==> src/rtl/array_pkg.sv <==
// ---------------------------------------------------------------------------
// array_pkg
// Shared constants for the 4x4 output-stationary systolic MAC array and its
// sequencer: operand/accumulator widths, array dimension, feed length and the
// sequencer state encoding.
// No ports (package).
// ---------------------------------------------------------------------------
package array_pkg;

    localparam int DATA_WIDTH  = 8;
    localparam int ACC_WIDTH   = 2 * DATA_WIDTH + 4;
    localparam int N           = 4;
    // Diagonal skew across an NxN array needs 3N-2 cycles to drain the last
    // operand pair into PE[N-1][N-1].
    localparam int FEED_CYCLES = 3 * N - 2;

    localparam logic [1:0] ST_IDLE  = 2'd0;
    localparam logic [1:0] ST_CLEAR = 2'd1;
    localparam logic [1:0] ST_FEED  = 2'd2;
    localparam logic [1:0] ST_DONE  = 2'd3;

    localparam logic [3:0] T_LAST = 4'(FEED_CYCLES - 1);

endpackage

==> src/rtl/array_skew_mux.sv <==
// ---------------------------------------------------------------------------
// array_skew_mux
// Combinational diagonal-skew selector. For feed step t it picks, for every
// edge lane l, the operand element whose index along the reduction dimension
// is k = t - l (zero when k falls outside 0..N-1 or when en is low).
//   COL_MAJOR = 0 : lane l = tile entry l, byte k   (A rows -> array rows)
//   COL_MAJOR = 1 : lane l = tile entry k, byte l   (B rows -> array columns)
// Ports:
//   en        in   lane outputs forced to zero when low
//   t         in   feed step counter
//   tile      in   N entries of N bytes; entry e at [(e*N)*DATA_WIDTH +: N*DATA_WIDTH]
//   edge_vec  out  N lanes of DATA_WIDTH, lane l at [l*DATA_WIDTH +: DATA_WIDTH]
// ---------------------------------------------------------------------------
module array_skew_mux #(
    parameter int DATA_WIDTH = 8,
    parameter int N          = 4,
    parameter bit COL_MAJOR  = 1'b0
) (
    input  logic                         en,
    input  logic [3:0]                   t,
    input  logic [N*N*DATA_WIDTH-1:0]    tile,
    output logic [N*DATA_WIDTH-1:0]      edge_vec
);

    int unsigned tt;
    int unsigned k;

    always_comb begin
        edge_vec = '0;
        tt       = 32'(t);
        k        = 0;
        for (int unsigned l = 0; l < N; l++) begin
            if (en && (tt >= l) && ((tt - l) < N)) begin
                k = tt - l;
                if (COL_MAJOR)
                    edge_vec[l*DATA_WIDTH +: DATA_WIDTH] = tile[(k*N + l)*DATA_WIDTH +: DATA_WIDTH];
                else
                    edge_vec[l*DATA_WIDTH +: DATA_WIDTH] = tile[(l*N + k)*DATA_WIDTH +: DATA_WIDTH];
            end
        end
    end

endmodule

==> src/rtl/array_ctrl.sv <==
// ---------------------------------------------------------------------------
// array_ctrl
// Sequencer for the 4x4 output-stationary systolic MAC array. Holds the A and
// B operand tiles, and on start clears the array accumulators (CLEAR), feeds
// skewed activations/weights for FEED_CYCLES cycles (FEED) and pulses done.
// Optional feature macro: ARRAY_CTRL_ACCUM_EN adds the accumulate input; a
// start with accumulate=1 skips CLEAR so products add onto existing results.
// Ports:
//   clk, rst     clock; synchronous active-high reset
//   wr_en        operand buffer write strobe (honoured only while idle)
//   wr_sel       0 = A buffer, 1 = B buffer
//   wr_idx       buffer entry (A row i / B row j)
//   wr_data      entry data, byte k = element k
//   start        begin a tile computation (sampled while idle)
//   accumulate   (ARRAY_CTRL_ACCUM_EN only) skip the accumulator clear
//   busy         high whenever not idle
//   done         one-cycle pulse, array results valid
//   arr_rst_n    array accumulator clear, active-low
//   arr_we       array write enable
//   arr_a_in     row activations, slice y feeds array row y
//   arr_b_in     column weights, slice x feeds array column x
// ---------------------------------------------------------------------------
module array_ctrl #(
    parameter int DATA_WIDTH = array_pkg::DATA_WIDTH,
    parameter int N          = array_pkg::N
) (
    input  logic                       clk,
    input  logic                       rst,
    input  logic                       wr_en,
    input  logic                       wr_sel,
    input  logic [1:0]                 wr_idx,
    input  logic [DATA_WIDTH*N-1:0]    wr_data,
    input  logic                       start,
`ifdef ARRAY_CTRL_ACCUM_EN
    input  logic                       accumulate,
`endif
    output logic                       busy,
    output logic                       done,
    output logic                       arr_rst_n,
    output logic                       arr_we,
    output logic [DATA_WIDTH*N-1:0]    arr_a_in,
    output logic [DATA_WIDTH*N-1:0]    arr_b_in
);

    import array_pkg::*;

    logic [1:0]                  state;
    logic [3:0]                  t;
    logic                        rst_q;
    logic [N*N*DATA_WIDTH-1:0]   a_buf;
    logic [N*N*DATA_WIDTH-1:0]   b_buf;
    logic                        skip_clear;

`ifdef ARRAY_CTRL_ACCUM_EN
    assign skip_clear = accumulate;
`else
    assign skip_clear = 1'b0;
`endif

    always_ff @(posedge clk) begin
        if (rst) begin
            state <= ST_IDLE;
            t     <= '0;
            rst_q <= 1'b1;
            a_buf <= '0;
            b_buf <= '0;
        end else begin
            rst_q <= 1'b0;
            case (state)
                ST_IDLE: begin
                    if (wr_en) begin
                        if (wr_sel)
                            b_buf[int'(wr_idx)*(N*DATA_WIDTH) +: N*DATA_WIDTH] <= wr_data;
                        else
                            a_buf[int'(wr_idx)*(N*DATA_WIDTH) +: N*DATA_WIDTH] <= wr_data;
                    end
                    t <= '0;
                    if (start)
                        state <= skip_clear ? ST_FEED : ST_CLEAR;
                end
                ST_CLEAR: begin
                    t     <= '0;
                    state <= ST_FEED;
                end
                ST_FEED: begin
                    if (t == T_LAST) begin
                        t     <= '0;
                        state <= ST_DONE;
                    end else begin
                        t <= t + 4'd1;
                    end
                end
                default: begin
                    t     <= '0;
                    state <= ST_IDLE;
                end
            endcase
        end
    end

    // rst_q keeps the array clear asserted for the cycle after a reset edge,
    // so outputs stay decoded from registers only.
    assign busy      = (state != ST_IDLE);
    assign done      = (state == ST_DONE);
    assign arr_we    = (state == ST_FEED);
    assign arr_rst_n = ~(rst_q | (state == ST_CLEAR));

    array_skew_mux #(
        .DATA_WIDTH (DATA_WIDTH),
        .N          (N),
        .COL_MAJOR  (1'b0)
    ) u_skew_a (
        .en       (arr_we),
        .t        (t),
        .tile     (a_buf),
        .edge_vec (arr_a_in)
    );

    array_skew_mux #(
        .DATA_WIDTH (DATA_WIDTH),
        .N          (N),
        .COL_MAJOR  (1'b1)
    ) u_skew_b (
        .en       (arr_we),
        .t        (t),
        .tile     (b_buf),
        .edge_vec (arr_b_in)
    );

endmodule

==> config.mk <==
export PLATFORM = sky130hd
export DESIGN_NAME = array_ctrl
export DESIGN_NICKNAME = d
export VERILOG_FILES = /design/src/rtl/array_pkg.sv /design/src/rtl/array_skew_mux.sv /design/src/rtl/array_ctrl.sv
export SDC_FILE = /design/constraint.sdc
export NUM_CORES = 1
export LEC_CHECK = 0
export ABC_AREA = 1
export CAP_MARGIN = 0
export CORE_MARGIN = 8
export CORE_UTILIZATION = 46
export CTS_CLUSTER_SIZE = 25
export DETAILED_ROUTE_END_ITERATION = 8
export PLACE_DENSITY_LB_ADDON = 0.05
export SETUP_SLACK_MARGIN = 0.15
export SYNTH_ARGS = -nofsm -noshare
export SYNTH_HDL_FRONTEND = slang
export SYNTH_SLANG_ARGS = --single-unit
==> constraint.sdc <==
create_clock -name clk -period 3.8 [get_ports clk]
set_input_delay 0.76 -clock clk [delete_from_list [all_inputs] [get_ports clk]]
set_output_delay 0.76 -clock clk [all_outputs]
set_load 0.03 [all_outputs]
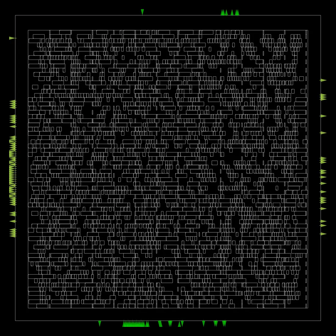
(images/placement.png)
final cell count without fillers: 2927
fraction of the core area covered by cells at the end of the flow: 0.553
number of placement rows: 66

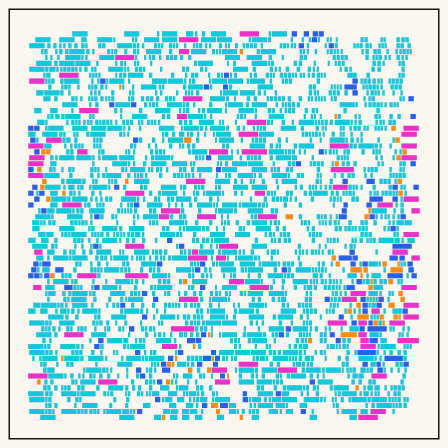
(images/sizes.png)
cyan -> _0 and _1 cells  # cells 2205, share 89%
blue -> _3 and _4 cells  # cells 138, share 5.6%
magenta -> _6 and larger  # cells 77, share 3.1%
orange -> _2 cells  # cells 65, share 2.6%

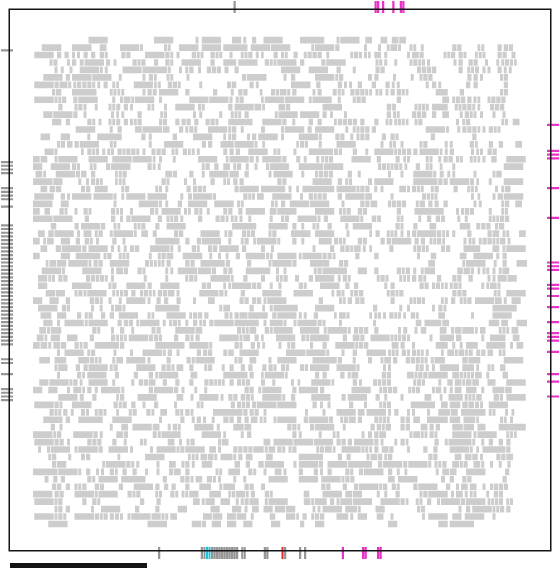
(images/io_placement.png)
Bar = 50 µm. Pins as bars across the die edge, other pins in gray.
magenta -> arr_a_in  # pins 32, direction output, edge 21 right, 6 top, 5 bottom
red -> arr_we  # pins 1, direction output, edge bottom
cyan -> wr_idx  # pins 2, direction input, edge bottom
all pins by edge = 50 left, 29 bottom, 21 right, 7 top

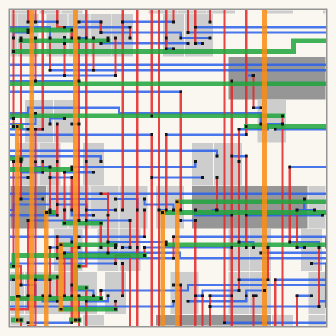
(images/detail.png)
Window x 138 to 158, y 138 to 158 µm. Cells in gray, sequential cells in the stronger gray; small squares are vias.
red -> metal 2
orange -> metal 4
green -> metal 3
blue -> metal 1
sequential cells in the window = 2
netlist names of flops here include = a_buf (2)
cells with their middle in the window = 38
most frequent = nand2_1 (20), nand3_1 (7)

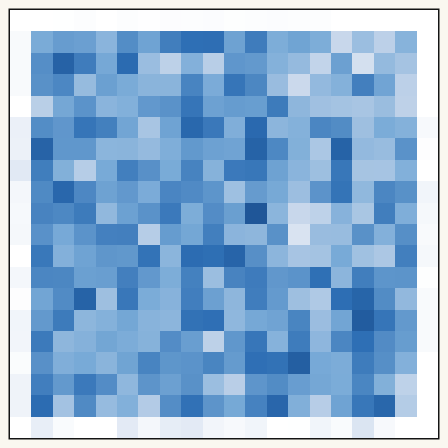
(images/cell_density.png)
The die is cut into 20 by 20 equal tiles; white is low, dark blue is high, 0 to 100% covered.
nearly empty tiles = 10%
emptiest ninth of the die = top right
densest ninth of the die = middle
fullest tile = 85%
mean over tiles = 45%
tiles over 75% full = 4.8%

==> impl_results.rst <==
Flow metrics
------------

.. list-table::
   :header-rows: 1

   * - Metric
     - Value
   * - Status
     - completed
   * - Number of buffers created by CTS
     - 29
   * - Most common logic cells in the final layout
     - 469 x sky130_fd_sc_hd__nand2_1, 416 x sky130_fd_sc_hd__nor2_1, 289 x sky130_fd_sc_hd__nand3_1
   * - Worst Hold Path Cells
     - 2
   * - Most frequent cell after synthesis
     - sky130_fd_sc_hd__nand2_1
   * - Pre-CTS worst setup slack
     - approximately 0.28 ns
   * - Count of maximum capacitance violations
     - 0
   * - Number of hold violations in the final report
     - 0
   * - Clock Network Area Fraction
     - 0.0534
   * - Latency at later pin
     - approximately 0.57 ns
   * - Top cell by count, worst path
     - sky130_fd_sc_hd__nor2_1
   * - Synth area leaders
     - sky130_fd_sc_hd__dfxtp_1 35%, sky130_fd_sc_hd__nand2_1 12%, sky130_fd_sc_hd__nor2_1 11%
   * - Most common cell after layout, fill and taps aside
     - sky130_fd_sc_hd__nand2_1
   * - Yosys Warn Count
     - 0
   * - Design Power
     - between 8 and 9 mW
   * - Yosys cell count
     - approximately 2400
   * - Met3 WL post-DR
     - 8910 µm
   * - Critical setup path kind
     - flip-flop to primary output
   * - Post-route cell area
     - about 18000 µm²
   * - Fillers
     - roughly 3300
   * - CTS root buf
     - sky130_fd_sc_hd__clkbuf_16
   * - Gate Area
     - around 8500 µm²
   * - Proportion of power drawn by the clock network
     - 0.343
   * - Element type at the critical path start
     - flip-flop
   * - Area grow syn2layout
     - 18.6%
   * - Number of well taps
     - between 400 and 500
   * - Number of I/O port buffers
     - 106
   * - Routed met2 length
     - 28900 µm
   * - Vias after detailed routing
     - around 17000
   * - Number of warnings in the stage logs
     - 39
   * - Met3 usage
     - 0.0683
   * - Number of instances in the synthesized netlist
     - ~2400
   * - Number of logic stages on the critical path including buffering
     - 6
   * - Cell group occupying the most layout area
     - multi-input combinational cells
   * - Worst setup slack for register-to-register paths
     - 1.40 ns
   * - Hold-critical path endpoint
     - b_buf[107]
   * - Power in combinational cells
     - ~2.6 mW
   * - Gates resized, CTS repair
     - around 47
   * - WL final
     - about 69000 µm
Power and IR drop assume default switching activity.
